$ cat src/rtl/keyproc_gen_if.sv
// Key-processor bundle: raw buttons in, debounced levels and instruction code out.
// The master side drives the buttons; the slave side is the key processor.
interface keyproc_gen_if #(
  parameter int NUM_KEYS = 4,
  parameter int CODE_W   = 3
);
  logic [NUM_KEYS-1:0] keys;
  logic [CODE_W-1:0]   instruction;
  logic                instr_pulse;
  logic [NUM_KEYS-1:0] key_state;

  modport master (output keys, input instruction, input instr_pulse, input key_state);
  modport slave  (input keys, output instruction, output instr_pulse, output key_state);
endinterface

$ cat src/rtl/keyproc_gen.sv
// Synchronise, debounce and priority-encode NUM_KEYS push buttons into an instruction code.
// Optional auto-repeat of instr_pulse while a key is held: define KEYPROC_REPEAT_EN.
module keyproc_gen #(
  parameter int NUM_KEYS        = 4,
  parameter int CODE_W          = 3,
  parameter int DEBOUNCE_CYCLES = 50000,
  parameter int REPEAT_DELAY    = 25000000,
  parameter int REPEAT_PERIOD   = 5000000
) (
  input logic          sysclk,
  input logic          reset,
  keyproc_gen_if.slave bus
);

  localparam int DB_W = $clog2(DEBOUNCE_CYCLES + 1);

  generate
    if ((1 << CODE_W) <= NUM_KEYS) begin : g_bad_code_w
      $error("keyproc_gen: 2**CODE_W must exceed NUM_KEYS");
    end
    if (DEBOUNCE_CYCLES < 1 || REPEAT_DELAY < 1 || REPEAT_PERIOD < 1) begin : g_bad_timing
      $error("keyproc_gen: DEBOUNCE_CYCLES, REPEAT_DELAY and REPEAT_PERIOD must be >= 1");
    end
  endgenerate

  typedef enum logic [1:0] {IDLE, ACTIVE, LOCKOUT} state_t;

  state_t              state, state_n;
  logic [NUM_KEYS-1:0] sync1, sync2, key_state;
  logic [DB_W-1:0]     db_cnt [NUM_KEYS];
  logic [NUM_KEYS-1:0] sel_mask, sel_mask_n, low_mask;
  logic [CODE_W-1:0]   instruction, instr_n, low_code;
  logic                instr_pulse, pulse_n, any_key, sel_held;

  always_ff @(posedge sysclk or posedge reset) begin
    if (reset) begin
      sync1 <= '0;
      sync2 <= '0;
    end else begin
      sync1 <= bus.keys;
      sync2 <= sync1;
    end
  end

  // A key flips only after sync2 has disagreed with it for DEBOUNCE_CYCLES edges in a row.
  always_ff @(posedge sysclk or posedge reset) begin
    if (reset) begin
      key_state <= '0;
      for (int i = 0; i < NUM_KEYS; i++) db_cnt[i] <= '0;
    end else begin
      for (int i = 0; i < NUM_KEYS; i++) begin
        if (sync2[i] == key_state[i]) begin
          db_cnt[i] <= '0;
        end else if (db_cnt[i] == DB_W'(DEBOUNCE_CYCLES - 1)) begin
          key_state[i] <= ~key_state[i];
          db_cnt[i]    <= '0;
        end else begin
          db_cnt[i] <= db_cnt[i] + 1'b1;
        end
      end
    end
  end

  assign any_key  = |key_state;
  assign low_mask = key_state & (~key_state + NUM_KEYS'(1));
  assign sel_held = |(key_state & sel_mask);

  always_comb begin
    low_code = '0;
    for (int i = NUM_KEYS - 1; i >= 0; i--) begin
      if (key_state[i]) low_code = CODE_W'(i + 1);
    end
  end

`ifdef KEYPROC_REPEAT_EN
  localparam int REP_MAX = (REPEAT_DELAY > REPEAT_PERIOD) ? REPEAT_DELAY : REPEAT_PERIOD;
  localparam int REP_W   = $clog2(REP_MAX + 1);

  logic [REP_W-1:0] rep_cnt, rep_cnt_n;
  logic             rep_first, rep_first_n, rep_due;

  // The first repeat waits REPEAT_DELAY after the entry pulse, later ones REPEAT_PERIOD.
  assign rep_due = (rep_cnt == (rep_first ? REP_W'(REPEAT_DELAY - 1) : REP_W'(REPEAT_PERIOD - 1)));

  always_ff @(posedge sysclk or posedge reset) begin
    if (reset) begin
      rep_cnt   <= '0;
      rep_first <= 1'b1;
    end else begin
      rep_cnt   <= rep_cnt_n;
      rep_first <= rep_first_n;
    end
  end
`endif

  always_ff @(posedge sysclk or posedge reset) begin
    if (reset) begin
      state       <= IDLE;
      sel_mask    <= '0;
      instruction <= '0;
      instr_pulse <= 1'b0;
    end else begin
      state       <= state_n;
      sel_mask    <= sel_mask_n;
      instruction <= instr_n;
      instr_pulse <= pulse_n;
    end
  end

  // Once a key is accepted it owns the output until released; nothing preempts it.
  always_comb begin
    state_n    = state;
    sel_mask_n = sel_mask;
    instr_n    = instruction;
    pulse_n    = 1'b0;
`ifdef KEYPROC_REPEAT_EN
    rep_cnt_n   = '0;
    rep_first_n = 1'b1;
`endif
    case (state)
      IDLE: begin
        instr_n = '0;
        if (any_key) begin
          sel_mask_n = low_mask;
          instr_n    = low_code;
          pulse_n    = 1'b1;
          state_n    = ACTIVE;
        end
      end
      ACTIVE: begin
        if (sel_held) begin
`ifdef KEYPROC_REPEAT_EN
          if (rep_due) begin
            pulse_n     = 1'b1;
            rep_cnt_n   = '0;
            rep_first_n = 1'b0;
          end else begin
            rep_cnt_n   = rep_cnt + 1'b1;
            rep_first_n = rep_first;
          end
`endif
        end else begin
          instr_n = '0;
          state_n = any_key ? LOCKOUT : IDLE;
        end
      end
      LOCKOUT: begin
        instr_n = '0;
        if (!any_key) state_n = IDLE;
      end
      default: begin
        instr_n = '0;
        state_n = IDLE;
      end
    endcase
  end

  assign bus.key_state   = key_state;
  assign bus.instruction = instruction;
  assign bus.instr_pulse = instr_pulse;

endmodule

$ cat src/flat_wrapper.sv
// flat-port wrapper written by rule: the top's interface ports become plain ports
module keyproc_gen_flat 
#(
  parameter int NUM_KEYS        = 4,
  parameter int CODE_W          = 3,
  parameter int DEBOUNCE_CYCLES = 50000,
  parameter int REPEAT_DELAY    = 25000000,
  parameter int REPEAT_PERIOD   = 5000000
)
  (sysclk, reset, bus_keys, bus_instruction, bus_instr_pulse, bus_key_state);
  keyproc_gen_if #(.NUM_KEYS(NUM_KEYS), .CODE_W(CODE_W)) bus_i ();
  input logic sysclk;
  input logic reset;
  input wire logic [$bits(bus_i.keys)-1:0] bus_keys;
  output wire logic [$bits(bus_i.instruction)-1:0] bus_instruction;
  output wire logic [$bits(bus_i.instr_pulse)-1:0] bus_instr_pulse;
  output wire logic [$bits(bus_i.key_state)-1:0] bus_key_state;
  assign bus_i.keys = bus_keys;
  assign bus_instruction = bus_i.instruction;
  assign bus_instr_pulse = bus_i.instr_pulse;
  assign bus_key_state = bus_i.key_state;
  keyproc_gen #(.NUM_KEYS(NUM_KEYS), .CODE_W(CODE_W), .DEBOUNCE_CYCLES(DEBOUNCE_CYCLES), .REPEAT_DELAY(REPEAT_DELAY), .REPEAT_PERIOD(REPEAT_PERIOD)) u_core (.sysclk(sysclk), .reset(reset), .bus(bus_i));
endmodule
$ cat config.mk
export PLATFORM = sky130hd
export DESIGN_NAME = keyproc_gen_flat
export DESIGN_NICKNAME = d
export VERILOG_FILES = /design/src/rtl/keyproc_gen_if.sv /design/src/rtl/keyproc_gen.sv /design/src/flat_wrapper.sv
export SDC_FILE = /design/constraint.sdc
export NUM_CORES = 1
export LEC_CHECK = 0
export CAP_MARGIN = 10
export CORE_MARGIN = 5
export CORE_UTILIZATION = 33
export DETAILED_ROUTE_END_ITERATION = 7
export PLACE_DENSITY = 0.48
export SETUP_SLACK_MARGIN = 0.4
export SLEW_MARGIN = 20
export SYNTH_ARGS = -nofsm -noshare
export SYNTH_HDL_FRONTEND = slang
export SYNTH_SLANG_ARGS = --single-unit
$ cat constraint.sdc
create_clock -name sysclk -period 5.2 [get_ports sysclk]
set_input_delay 0.52 -clock sysclk [delete_from_list [all_inputs] [get_ports sysclk]]
set_output_delay 0.52 -clock sysclk [all_outputs]
set_load 0.05 [all_outputs]
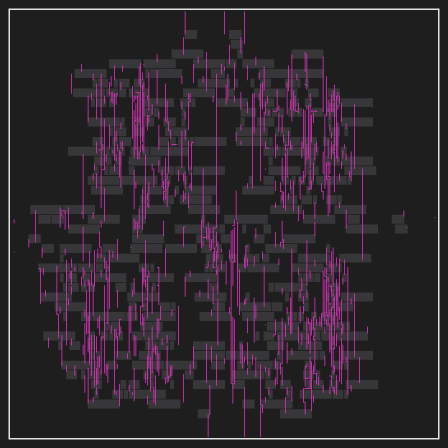
*Met2 routing, run 1*
Cells faint in the background.
- share of all routed wire: 44%
- nets with wire on the layer: 316
- wire length on this layer: 3190 um
total wire length: 7310 um
GR Layer Usage met2: 16.4%
routed vias: 2704

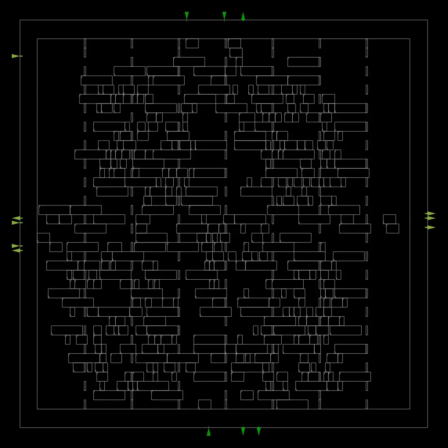
*Placement view, run 1*
core area: 11900 um2
FILL cells: 1192
Final Instance Count excl. Fillers: 549
final core occ: 38.3%
Seq/total area: 47.1%

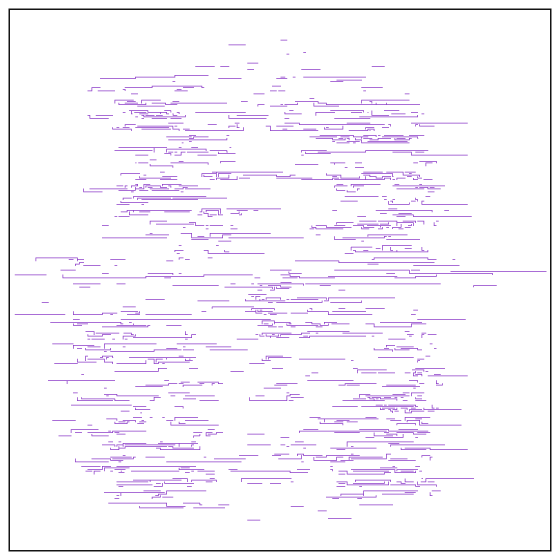
*Metal 1, run 1*
- wire length on this layer: 3760 um
- main direction: horizontal
- nets with wire on the layer: 379

==> impl_metrics.py, run 1 <==
# Auto-generated metrics
metrics = {
    "synth": {
        "edf_count": 0,
        "ys_types": 43,
        "yosysSeqAreaShare_pct": 54.1,
        "ys_cells": 379,
        "synth-seq-cells": 86,
        "yosys-stat-area_um2": 3980,
        "synth_nets": 389,
        "ys.flop_type": "dfrtp_1",
    },
    "place": {
        "gp_congestion": 0.776,
        "hpwl_um": 4780,
    },
    "worst_setup_path": {
        "cp_max_fo": 10,
        "end_kind": "primary output",
        "r2r_cells": 5,
        "crit_end": "bus_key_state[0]",
        "path_class": "reg -> out",
        "timing.reg2reg.setup_slack_ps": 3440,
        "critPathArrivalTime_ps": 1730,
        "crit_buf_inv": 1,
        "timing.rr.end": "u_core.db_cnt[29]",
        "crit_chain": "clkdlybuf4s50_1",
        "r2r_start": "u_core.db_cnt[16]",
    },
    "die": {
        "die_area_um2": 14300,
        "fp_util_pct": 33.4,
        "row_count": 40,
        "ios": 14,
        "die_w_um": 120,
        "taps": 147,
        "fp.dieH_um": 120,
    },
    "global_route": {
        "antenna_found_initial": 0,
        "grt_pass1_wl_um": 12900,
        "grt_remaining_overflow": 0,
        "grtUsageMet3_pct": 2.12,
        "grt_max_degree": 53,
        "grt_pass1_vias": 2643,
    },
    "job": {
        "max_cap_viol_count": 0,
    },
    "clock_network": {
        "clkSinkCount": 86,
        "clk_pin_slew_ps": 60,
        "ctsLongestPathBuffers": 2,
        "insertion_delay_ps": 340,
        "postCtsSetupRepairBufs": 0,
        "numCtsBuffers": 9,
        "cts_resized": 0,
    },
    "run_status": {
        "status": "finished clean",
    },
    "sta": {
        "setup-tns-final_ps": 0,
        "fmaxAchievable_mhz": 444,
        "finalHoldViolations": 0,
        "rsz0062_at_grt": "no",
        "finalCritPeriodShare_pct": 43.4,
    },
    "drt": {
        "avgRoutedWirePerCell_um": 13.3,
        "drt_iter0_markers": 100,
        "drt-pass1-iter-count": 4,
        "drc": 0,
        "via_per_inst": 4.93,
    },
    "layout": {
        "clkbuf_count": 12,
        "signal_buffers": 14,
        "largestClassByArea": "flip-flops and latches",
        "ff_count": 86,
        "layout.nets": 407,
        "n_all_inverters": 13,
        "area_delta_synth_final_pct": 14.8,
        "n_antenna_cell": 0,
    },
    "worst_hold_path": {
        "whs_path_depth": 0,
        "holdPathEnd": "u_core.sync2[1]",
        "min_from": "u_core.sync1[1]",
    },
    "power": {
        "vdd_ir_drop_max_v": 0.000154,
    },
}
## run 1: logic make-up (layout without fill, tap and decap cells)
logic type               Yosys count  count (layout)  share of synthesized area (%)
flip-flops                        86              86                           54.1
AND-OR/OR-AND                     18              18                           3.21
adder cells (fa/ha/maj)            4               4                           1.26
buffers and inverters             20              43                           2.11
XOR/XNOR                          56              56                           12.3
AND/OR/NAND/NOR                  191             191                           25.8
multiplexers                       4               4                           1.13
## run 1: power by group
group / leakage (uW) / switching [uW] / internal (uW) / total, uW
Combinational: 0.000522 / 26.6 / 11.8 / 38.4
Sequential: 0.00117 / 9.40 / 680 / 689
Clock: 0.000152 / 257 / 396 / 654
Total: 0.00185 / 293 / 1090 / 1380
## run 1: state kept, by name, summed over array words and instances (netlist names)
name                    count
u_core.sel_mask             4
u_core.bus.instruction      3
u_core.sync1                4
u_core.db_cnt              64
u_core.bus.key_state        4
u_core.state                2
u_core.sync2                4
u_core.bus.instr_pulse      1
## run 1: stage by stage
| stage | util, % | power (uW) | setup WS (ps) | std cells |
|---|---|---|---|---|
| after CTS | 38.3 | 1410 | 2910 | 549 |
| after global placement | 35.8 | 742 | 3090 | 533 |
| after floorplan | - | 727 | 2460 | 379 |
| after detailed placement | 35.8 | 742 | 3080 | 533 |
| after global routing | 38.3 | 1440 | 2860 | 549 |
| final | 38.3 | 1380 | 2950 | 549 |
## run 1: cell usage after synthesis, drive strengths merged, types with 7 or more instances
master	n	area share (%)
nand2	21	2.0
and3	8	1.3
nor3	14	1.8
xor2	13	2.9
xnor2	43	9.5
nor4	15	2.4
nor4bb	7	1.8
inv	13	1.2
dfrtp	86	54
nand3	25	3.9
nand4	16	2.7
nor2	65	6.1
==> run 1 -> run 2 <==
PLACE_DENSITY = 0.5   (was 0.48)
clock period = 2 ns   (was 5.2 ns; I/O delays follow)
==> run 2 against run 1 <==
Compared with the run above:
- critical path depth did not move
- final area rose by 6.0%
- power rose by 150%
- sequential cell count did not move
- critical path type unchanged
- critical endpoint is now bus_key_state[2]
- largest cell class unchanged
==> impl_metrics.py, run 2 <==
# Auto-generated metrics
metrics = {
    "clock_network": {
        "clockRootBuffer": "clkbuf_16",
        "clk_pin_slew_ps": 70,
        "ctsLongestPathBuffers": 2,
        "numCtsBuffers": 9,
        "htreeDepth": 3,
        "insertion_delay_ps": 330,
        "clkSinkCount": 86,
    },
    "place": {
        "dp_cells": 539,
        "pre_cts_slack_ps": 317,
        "hpwl_um": 4750,
        "gp_congestion": 0.772,
    },
    "drt": {
        "drc": 0,
        "drt-pass1-iter-count": 4,
        "via_per_inst": 4.86,
        "avgRoutedWirePerCell_um": 13.1,
    },
    "layout": {
        "n_antenna_cell": 0,
        "area_delta_synth_final_pct": 21.7,
        "layout.nets": 425,
        "fillCellCount": 1156,
        "stdcell_count": 567,
        "largest_reg_flops": 64,
        "regMostFlops": "u_core.db_cnt",
    },
    "die": {
        "fp_util_pct": 33.4,
        "fp.dieH_um": 120,
        "core_um2": 11900,
        "ios": 14,
        "die_w_um": 120,
        "die_area_um2": 14300,
    },
    "synth": {
        "ys_types": 43,
        "synth-seq-cells": 86,
        "edf_count": 0,
        "yosysSeqAreaShare_pct": 54.1,
        "yosys.area.top_type": "dfrtp_1",
        "common_cells": "dfrtp_1, nor2_1, xnor2_1, nand3_1, nand2_1",
        "yosysMostFrequentCell": "dfrtp_1",
        "ys_cells": 379,
        "top_cells_by_area": "dfrtp_1, xnor2_1, nor2_1",
        "yosys-stat-area_um2": 3980,
        "top_cell_area_share_pct": 54.1,
        "synth_nets": 389,
        "ys.flop_type": "dfrtp_1",
    },
    "worst_hold_path": {
        "holdPathEnd": "u_core.sync1[0]",
        "min_from": "bus_keys[0]",
        "whs_path_depth": 1,
    },
    "job": {
        "max_cap_viol_count": 0,
    },
    "global_route": {
        "grt_pass1_vias": 2740,
        "grt_remaining_overflow": 0,
        "grt_max_degree": 87,
        "antenna_found_initial": 0,
        "grt_pass1_wl_um": 13000,
    },
    "run_status": {
        "status": "finished clean",
    },
    "power": {
        "total_power_uw": 3450,
        "vdd_ir_drop_max_v": 0.000293,
    },
    "worst_setup_path": {
        "cp_max_fo": 9,
        "crit_chain": "dlygate4sd2_1",
        "timing.rr.end": "u_core.db_cnt[47]",
        "r2r_start": "u_core.db_cnt[36]",
        "crit_buf_inv": 1,
        "timing.reg2reg.setup_slack_ps": 460,
        "critPathArrivalTime_ps": 1340,
        "path_class": "reg -> out",
        "r2r_cells": 4,
    },
    "sta": {
        "rsz0062_at_grt": "yes",
        "finalCritPeriodShare_pct": 77.1,
        "setup-tns-final_ps": 0,
        "fmaxAchievable_mhz": 649,
        "setup_slack_ps": 459,
    },
}
-- run 2: cell counts after synthesis --
No cell type changed its count.
-- run 2: final cells by class --
cell class,count,area (um2),share of cell area (%)
Sequential cell,86,2170,44.9
Multi-Input combinational cell,273,1880,38.8
Timing Repair Buffer,32,275,5.69
Clock buffer,9,225,4.66
Tap cell,147,184,3.80
Inverter,13,52.6,1.09
Clock inverter,7,51.3,1.06
-- run 2: per-layer routing --
layer	share of wire [%]	GRT usage, %
met3	1.9	1.93
met5	0	0
met4	0.32	3.94
met1	53	16.0
met2	45	16.4
-- run 2: worst max-delay path by stage --
stage,startpoint,endpoint,slack [ps],cells after the start
6_report,u_core.bus.key_state[2],bus_key_state[2],460,1
2_1_floorplan,u_core.bus.key_state[3],u_core.state[0],430,4
3_3_place_gp,u_core.db_cnt[43],u_core.db_cnt[40],370,4
3_5_place_dp,u_core.db_cnt[32],u_core.db_cnt[38],320,5
5_1_grt,u_core.db_cnt[40],u_core.bus.key_state[1],360,3
4_1_cts,u_core.bus.key_state[0],bus_key_state[0],330,1
-- run 2: logic make-up (layout without fill, tap and decap cells) --
family          count (synthesis)  in the layout  share of synthesized area, %
flops                          86             86                          54.1
buf+inv                        20             61                          2.11
compound gates                 18             18                          3.21
simple gates                  191            191                          25.8
xor+xnor                       56             56                          12.3
mux                             4              4                          1.13
fa+ha+maj                       4              4                          1.26
-- run 2: where the power goes --
group / leakage, uW / switching, uW / internal, uW / total, uW
sequential: 0.00115 / 26.0 / 1770 / 1790
clock: 0.000131 / 695 / 843 / 1540
combinational: 0.000663 / 73.2 / 44.8 / 118
total: 0.00194 / 794 / 2660 / 3450
-- run 2: timing repair --
action,4_1_cts,5_1_grt
pin swaps,0,6
setup buffers,2,10
setup endpoints to repair,25,68
hold buffers,0,0
gates resized,10,45
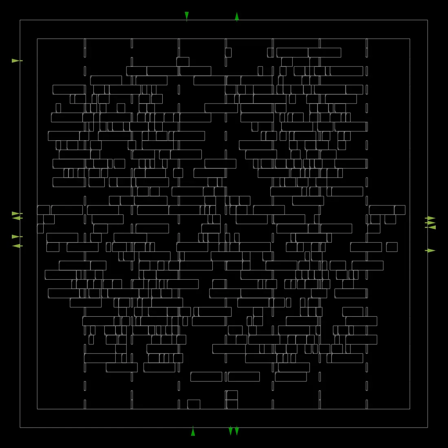
*Placement view, run 2*
final core occ: 40.6%
Flops: 86
row count: 40
Seq/total area: 44.9%
Tapcells: 147

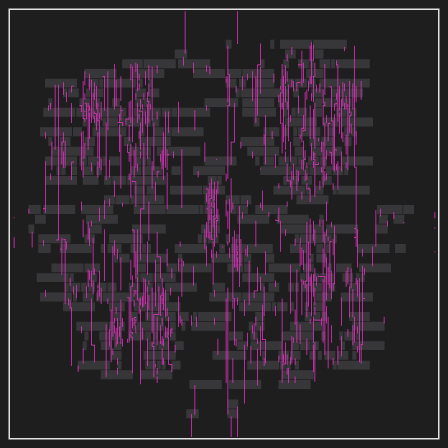
*Met2 routing, run 2*
Cells faint in the background.
- wire length on this layer: 3350 um
- share of all routed wire: 45%
- main direction: vertical
- nets with wire on the layer: 331
- longest straight run: 43.3 um
total wire length: 7440 um
routed vias: 2756

Power figures rest on the tool's default switching activity, not on a simulated workload.
